==> config.mk <==
export PLATFORM = sky130hd
export DESIGN_NAME = seq_pack_flat
export DESIGN_NICKNAME = d
export VERILOG_FILES = /design/src/rtl/seq_pack_pkg.sv /design/src/rtl/seq_pack_if.sv /design/src/rtl/seq_pack_fifo.sv /design/src/rtl/seq_pack.sv /design/src/flat_wrapper.sv
export SDC_FILE = /design/constraint.sdc
export NUM_CORES = 1
export LEC_CHECK = 0
export CAP_MARGIN = 10
export CORE_MARGIN = 5
export CORE_UTILIZATION = 40
export CTS_CLUSTER_DIAMETER = 200
export DETAILED_ROUTE_END_ITERATION = 8
export SYNTH_ARGS = -nofsm -noshare
export SYNTH_HDL_FRONTEND = slang
export SYNTH_HIERARCHICAL = 1
export SYNTH_SLANG_ARGS = --single-unit
==> constraint.sdc <==
create_clock -name clk -period 3.9 [get_ports clk]
set_clock_uncertainty 0.05 [all_clocks]
set_input_delay 0.78 -clock clk [delete_from_list [all_inputs] [get_ports clk]]
set_output_delay 0.78 -clock clk [all_outputs]
set_load 0.02 [all_outputs]
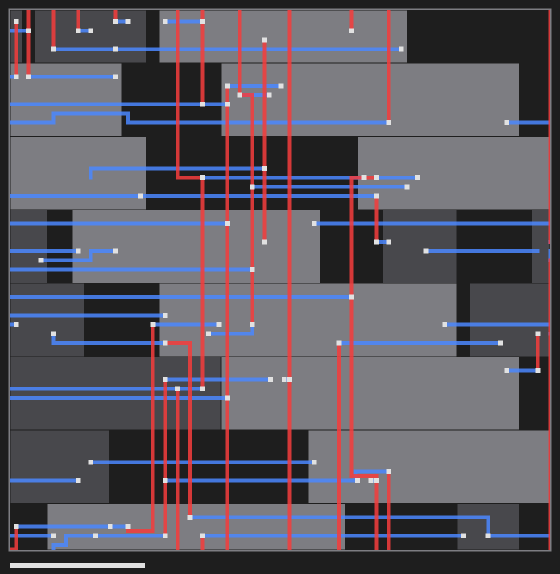
(layout detail)
The bar under the picture is 5 um long. Window x 69 to 89, y 69 to 89 um. Cells in gray, sequential cells in the stronger gray; small squares are vias.
| color | layer |
|---|---|
| red | metal 2 |
| blue | metal 1 |
sequential cells in the window: 9
most frequent: edfxtp_1 (6), dfrtp_1 (3), buf_4 (2)
cells with their middle in the window: 15

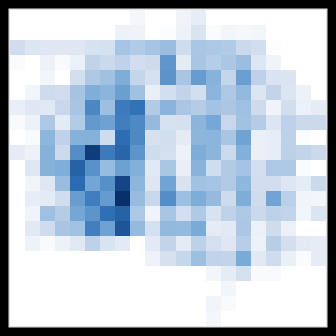
(routed metal per tile)
21 x 21 tiles, from white (low) to dark blue (high), scaled to the fullest tile. Values are wire area over tile area, all layers added.
tiles over half the peak: 9.5%
densest ninth of the die: middle
fullest tile: 0.47
nearly empty tiles: 32%
emptiest ninth of the die: bottom left
mean over tiles: 0.094
Wirelength per Cell: 17.7 um
Post-Route WL: 6.77 mm
GRT Util Overall: 13.0%
Via Count: 2061

==> ci_impl_report.md <==
## Synthesis and layout report

| Metric | Value |
|---|---|
| R2R depth | `12` |
| FP Util | `41.3%` |
| Netlist cell types | `55` |
| Vias in the first global route | `2088` |
| Top cells excl fill/tap | `edfxtp_1 (48), clkdlybuf4s50_1 (19), mux2i_1 (19), dfrtp_1 (19), nor2b_1 (13)` |
| TritonCTS clock tree | `yes` |
| Max reg flops | `48` |
| Run status | `finished clean` |
| Setup violators final | `0` |
| Initial drt markers | `84` |
| Clock buffers created by TritonCTS | `9` |
| Number of enable flip-flop cells | `48` |
| Main synth FF type | `edfxtp_1` |
| P_leak | `1.51 nW` |
| Power density over cell area | `635 mW/mm2` |
| Period utilization | `83.2%` |
| Layout cells sized above 1 | `20.4%` |
| Root Buffer | `clkbuf_8` |
| Fillers | `803` |
| DP HPWL | `4.65 mm` |
| Worst EP arrival | `2.41 ns` |
| Die Ht | `105 um` |
| Post-synth seq share | `52.7%` |
| Deepest clock path buffer count | `2` |
| Most frequent logic cell in the layout | `edfxtp_1` |
| First-pass GRT wire length | `11.3 mm` |
| Post-Syn Instances | `249` |
| Mapped cell area | `0.00363 mm2` |
| Final setup TNS | `0 ns` |
| Residual DRC | `0` |
| Number of I/O pins | `20` |
| Tool warnings | `30` |
| Final net count | `285` |
| Post-synth regs | `67` |
| Final instance area | `0.00403 mm2` |
| Worst slew margin | `36.8%` |
| YS warnings | `6` |
| Fin. max-slew vios | `0` |
| Final hold vios | `0` |
| Logic area | `0.00148 mm2` |
[per-layer routing]
metal	global-route usage (%)	wire, um
met1	18.3	3190
met2	19.9	3270
met3	3.55	271
met4	3.66	37
met5	0	0
[final cells by class]
type                            count  area share, %
Clock inverter                      6           1.62
Inverter                           12           1.12
Timing Repair Buffer               28           6.40
Tap cell                          108           3.36
Multi-Input combinational cell    151           36.7
Clock buffer                       10           3.17
Sequential cell                    67           47.6
[critical path, cell delays in order, from the launching register on]
cell,delay (ns)
dfrtp_1,0.62
buf_4,0.27
mux4_2,0.51
nor2b_1,0.15
clkdlybuf4s50_1,0.53
[kinds of logic (layout without fill, tap and decap cells)]
logic type / count (synthesis) / count (layout) / synth area share, %
buf+inv: 31 / 56 / 6.57
fa+ha+maj: 10 / 10 / 3.65
flops: 67 / 67 / 52.7
compound gates: 31 / 31 / 7.33
xor+xnor: 6 / 6 / 1.45
simple gates: 59 / 59 / 9.29
mux: 45 / 45 / 19.0
[where the power goes]
part           internal (W)  total [W]  switching [W]
logic              0.000507   0.000964       0.000457
registers          0.000897    0.00103       0.000136
clock network      0.000296   0.000559       0.000263
total               0.00170    0.00256       0.000856
[synthesized netlist by cell type, types with 2 or more instances]
master	number
a31oi_1	2
buf_2	4
xor2_1	2
buf_4	2
mux4_2	11
edfxtp_1	48
ha_1	9
and2_1	4
mux4_1	5
nor2_1	11
inv_1	11
xnor2_1	4
nor2b_1	13
mux2i_1	19
dfrtp_1	19
mux2_2	8
a21oi_1	4
clkbuf_8	6
o21ai_1	2
nand2b_1	3
mux2_4	2
o311a_1	2
nand2_1	10
nand3_1	3
nor3_1	5
o21ai_0	5
buf_6	4
a32o_1	2
and3_1	2
o31ai_1	2
[per-stage QoR]
step	instances	worst slack (ns)	total power, W	util, %	hold slack, ns
2_1_floorplan	249	1.32	0.00174	-	0.415
3_3_place_gp	366	0.597	0.00201	43.5	0.411
3_5_place_dp	366	0.507	0.00203	43.5	0.439
4_1_cts	382	0.602	0.00259	45.7	0.437
5_1_grt	382	0.517	0.00271	45.7	0.468
6_report	382	0.656	0.00256	45.7	0.431
Power is estimated from default activity; no workload was simulated.
